==> images/logic_types.png <==
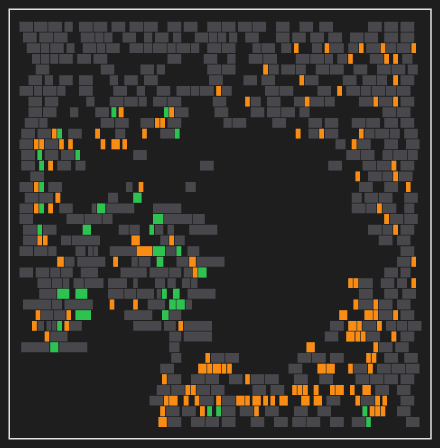
==> images/congestion.png <==
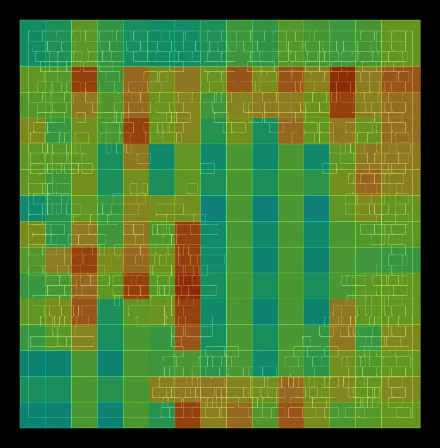
**src/rtl/ram_arbiter.sv**
```systemverilog
// rtl/ram_arbiter.sv - single-port RAM arbiter between instruction fetch and data requesters
// Data has priority; a streak counter forces fetch through, and stalled accesses time out.
module ram_arbiter #(
   parameter int ADDR_W       = 32,
   parameter int DATA_W       = 32,
   parameter int STARVE_LIMIT = 4,
   parameter int TIMEOUT      = 255
) (
   input  logic              CLK,
   input  logic              RST,
   input  logic              iREN,
   input  logic [ADDR_W-1:0] iaddr,
   output logic [DATA_W-1:0] iload,
   output logic              iwait,
   input  logic              dREN,
   input  logic              dWEN,
   input  logic [ADDR_W-1:0] daddr,
   input  logic [DATA_W-1:0] dstore,
   output logic [DATA_W-1:0] dload,
   output logic              dwait,
   output logic              ramREN,
   output logic              ramWEN,
   output logic [ADDR_W-1:0] ramaddr,
   output logic [DATA_W-1:0] ramstore,
   input  logic [DATA_W-1:0] ramload,
   input  logic              ramready,
   output logic              err
);
   typedef enum logic [1:0] {IDLE, IACC, DACC} state_t;

   localparam logic [DATA_W-1:0] BAD_LOAD = DATA_W'(32'hBAD1BAD1);

   state_t      r_state, w_next;
   logic [3:0]  r_dstreak, w_dstreak_next;
   logic [7:0]  r_tcnt, w_tcnt_next;
   logic        r_err;
   logic        w_dreq, w_timeout, w_set_err;
   logic [DATA_W-1:0] w_result;

   always_ff @(posedge CLK) begin
      if (RST) begin
         r_state   <= IDLE;
         r_dstreak <= 4'd0;
         r_tcnt    <= 8'd0;
         r_err     <= 1'b0;
      end else begin
         r_state   <= w_next;
         r_dstreak <= w_dstreak_next;
         r_tcnt    <= w_tcnt_next;
         r_err     <= r_err | w_set_err;
      end
   end

   assign err       = r_err;
   assign w_dreq    = dREN | dWEN;
   assign w_timeout = (r_tcnt == 8'(TIMEOUT - 1)) && !ramready;
   // A ready RAM wins over a simultaneous timeout.
   assign w_result  = ramready ? ramload : BAD_LOAD;

   always_comb begin
      w_next         = r_state;
      w_dstreak_next = r_dstreak;
      w_tcnt_next    = r_tcnt;
      w_set_err      = 1'b0;
      ramREN         = 1'b0;
      ramWEN         = 1'b0;
      ramaddr        = '0;
      ramstore       = '0;
      iload          = '0;
      dload          = '0;
      iwait          = iREN;
      dwait          = w_dreq;
      // While RST is high the outputs show the idle view regardless of state.
      if (!RST) begin
         case (r_state)
            IDLE: begin
               if (w_dreq && !(iREN && r_dstreak == 4'(STARVE_LIMIT))) begin
                  w_next         = DACC;
                  w_dstreak_next = iREN ? r_dstreak + 4'd1 : 4'd0;
               end else if (iREN) begin
                  w_next         = IACC;
                  w_dstreak_next = 4'd0;
               end
            end
            IACC: begin
               ramREN  = 1'b1;
               ramaddr = iaddr;
               if (ramready || w_timeout) begin
                  iwait       = 1'b0;
                  iload       = w_result;
                  w_set_err   = !ramready;
                  w_next      = IDLE;
                  w_tcnt_next = 8'd0;
               end else begin
                  w_tcnt_next = r_tcnt + 8'd1;
               end
            end
            DACC: begin
               ramaddr  = daddr;
               ramWEN   = dWEN;
               ramREN   = !dWEN;
               ramstore = dWEN ? dstore : '0;
               if (ramready || w_timeout) begin
                  dwait       = 1'b0;
                  dload       = w_result;
                  w_set_err   = !ramready;
                  w_next      = IDLE;
                  w_tcnt_next = 8'd0;
               end else begin
                  w_tcnt_next = r_tcnt + 8'd1;
               end
            end
            default: w_next = IDLE;
         endcase
      end
   end
endmodule

```
**config.mk**
```make
export PLATFORM = sky130hd
export DESIGN_NAME = ram_arbiter
export DESIGN_NICKNAME = d
export VERILOG_FILES = /design/src/rtl/ram_arbiter.sv
export SDC_FILE = /design/constraint.sdc
export NUM_CORES = 1
export LEC_CHECK = 0
export CAP_MARGIN = 30
export CORE_AREA = 2 2 105 107
export CTS_BUF_LIST = sky130_fd_sc_hd__clkbuf_2 sky130_fd_sc_hd__clkbuf_4 sky130_fd_sc_hd__clkbuf_8
export DETAILED_ROUTE_END_ITERATION = 8
export DIE_AREA = 0 0 107 109
export PLACE_DENSITY = 0.69
export SLEW_MARGIN = 20
export SYNTH_ARGS = -nofsm -noshare
export SYNTH_HDL_FRONTEND = slang
export SYNTH_SLANG_ARGS = --single-unit
```
**constraint.sdc**
```tcl
create_clock -name CLK -period 3.6 [get_ports CLK]
set_clock_uncertainty 0.2 [all_clocks]
set_input_delay 0.54 -clock CLK [delete_from_list [all_inputs] [get_ports CLK]]
set_output_delay 0.54 -clock CLK [all_outputs]
set_load 0.02 [all_outputs]
```
==> notes.md <==
Results of the implementation run.

The final-report max-slew violation count is 0. Counting only logic cells after layout, the most numerous master is clkdlybuf4s50_1. The register bank with the most flops is r_tcnt. The number of max-cap violations is 0.

The share of total power in combinational logic is between 60 and 70%. STA lists the startpoint of the worst hold path as r_dstreak[3]$_SDFFE_PP0P_. The post-synthesis share of cell area spent on xor and xnor gates came out at ~2.2%. The cell count of the worst hold path is 2. The Yosys chip area came out at 0.002009 mm^2. The number of flip-flops in the largest register is 8. The synthesis report lists the most area-consuming cells as nor2_1, dfxtp_1, a22oi_1. The detailed-routing iteration count for the pre-antenna-repair pass is 4. The worst IR drop on VDD came out at ~0.22 mV. The net switching power is about 0.28 mW.

The number of buffers inserted by hold repair at cts is 0. The overall via count from detail_route came out at between 3000 and 4000. Of all cell types, the one taking the most synthesized area is nor2_1. The critical path depth came out at 6. The critical path contains buffers and inverters numbering 3 combined.

Timing analysis after detailed placement gives a worst setup slack of approximately 340 ps. For the worst-skew pair, the clock arrives at the later sink with an insertion delay of roughly 240 ps. The data arrival time of the worst path is 2520 ps. Setup repair after global routing left no endpoint under its margin. The final design was reported to hold multi-input combinational gates totalling 272.

The sum of met3 wire segment lengths after detailed routing came out at 820 um. The CTS clock-pin slew for the worst setup and hold paths is around 60 ps. The logic depth of the worst register-to-register path came out at 6.

The total of buffers placed on input and output ports came out at ~270. The multi-input gate area in the final layout came out at 0.001558 mm^2. The final layout net count came out at 717. There are 15 flip-flops and latches. The final cell count without fillers is between 700 and 800. The count of unique library cells instantiated by Yosys came out at about 40. The detailed-route wire length on metal 1 is 4128 um. The power report attributes to the clock group a share of between 10% and 20%.

The antenna diode count came out at 0. At the worst endpoint, the required time is ~2900 ps. The synthesis stats list as the most numerous cell nor2_1. The highest signal layer in the routed design is met4. The remaining max-slew budget at the tightest pin is around 67%.

The proportion of cell area occupied by multi-input gates came out at about a third. Of all nets on the critical path, the largest fanout is 33. The count of inserted tapcells came out at between 100 and 150.

The flow reports that sequential cells draw between 20 and 25% of the design power. The met1 track demand over resource in global routing came out at a little under a fifth. The post-route netlist has between 4 and 5% of its cells at a drive strength greater than 1. The group drawing the most power is combinational logic.

Walking the worst path, the cells encountered are clkdlybuf4s50_1 -> nand2b_1 -> nor2_2 -> buf_4 -> and2_1 -> clkdlybuf4s50_1. The post-synthesis sequential area ratio came out at between 10 and 15%. The count of flip-flops with a built-in enable after synthesis came out at 0. The final setup violation count is 0.

The cell area after placement came out at a little under 0.005 mm^2. The initial antenna violation count is 0. The count of non-CTS buffers in the layout came out at approximately 280.

The register-to-register setup slack is around 1700 ps. The run finished with clean final reports. The placer's final routability congestion estimate is around 0.84. Dividing total power by cell area gives a power density of ~170 mW/mm^2. The final timing report derives a shortest allowable period of roughly 3300 ps. The setup path with the least slack is of type in -> out. Summing over the stages, the warning tally comes to 30. Per report_power, the Sequential row totals between 0.15 and 0.2 mW. The number of cell rows came out at 38. The power report lists the clock group at about 0.14 mW. Per the CTS log, the root buffer master is clkbuf_8.

The area fraction of the dominant cell type after synthesis came out at approximately a fifth. The number of nets produced by synthesis came out at approximately 460. The horizontal extent of the die is between 100 and 150 um. The script parses the final routing iteration and logs DRC violations as 0. Among all stages on the critical path, the maximum delay recorded is a little over 600 ps. The wire length per cell after detailed routing came out at ~14 um. The relative area change from synthesis to final layout is 141.5%. The post-cts repair resize count is 0. Grouping stages by cell kind, the critical path spends the most delay in buffers and inverters.
## Picture notes: logic_types.png
nand cells -> green  # cells 33, most used nand2_1
nor cells -> orange  # cells 131, most used nor2_1, where spread over the die

## Picture notes: congestion.png
most utilized layer in the global route result: met2
met2 Resource Use GR: 27.84%
met3 usage: 3.527%
global-route usage over all layers: 15.14%
final core occ: 45.78%

Power is estimated from default activity; no workload was simulated.
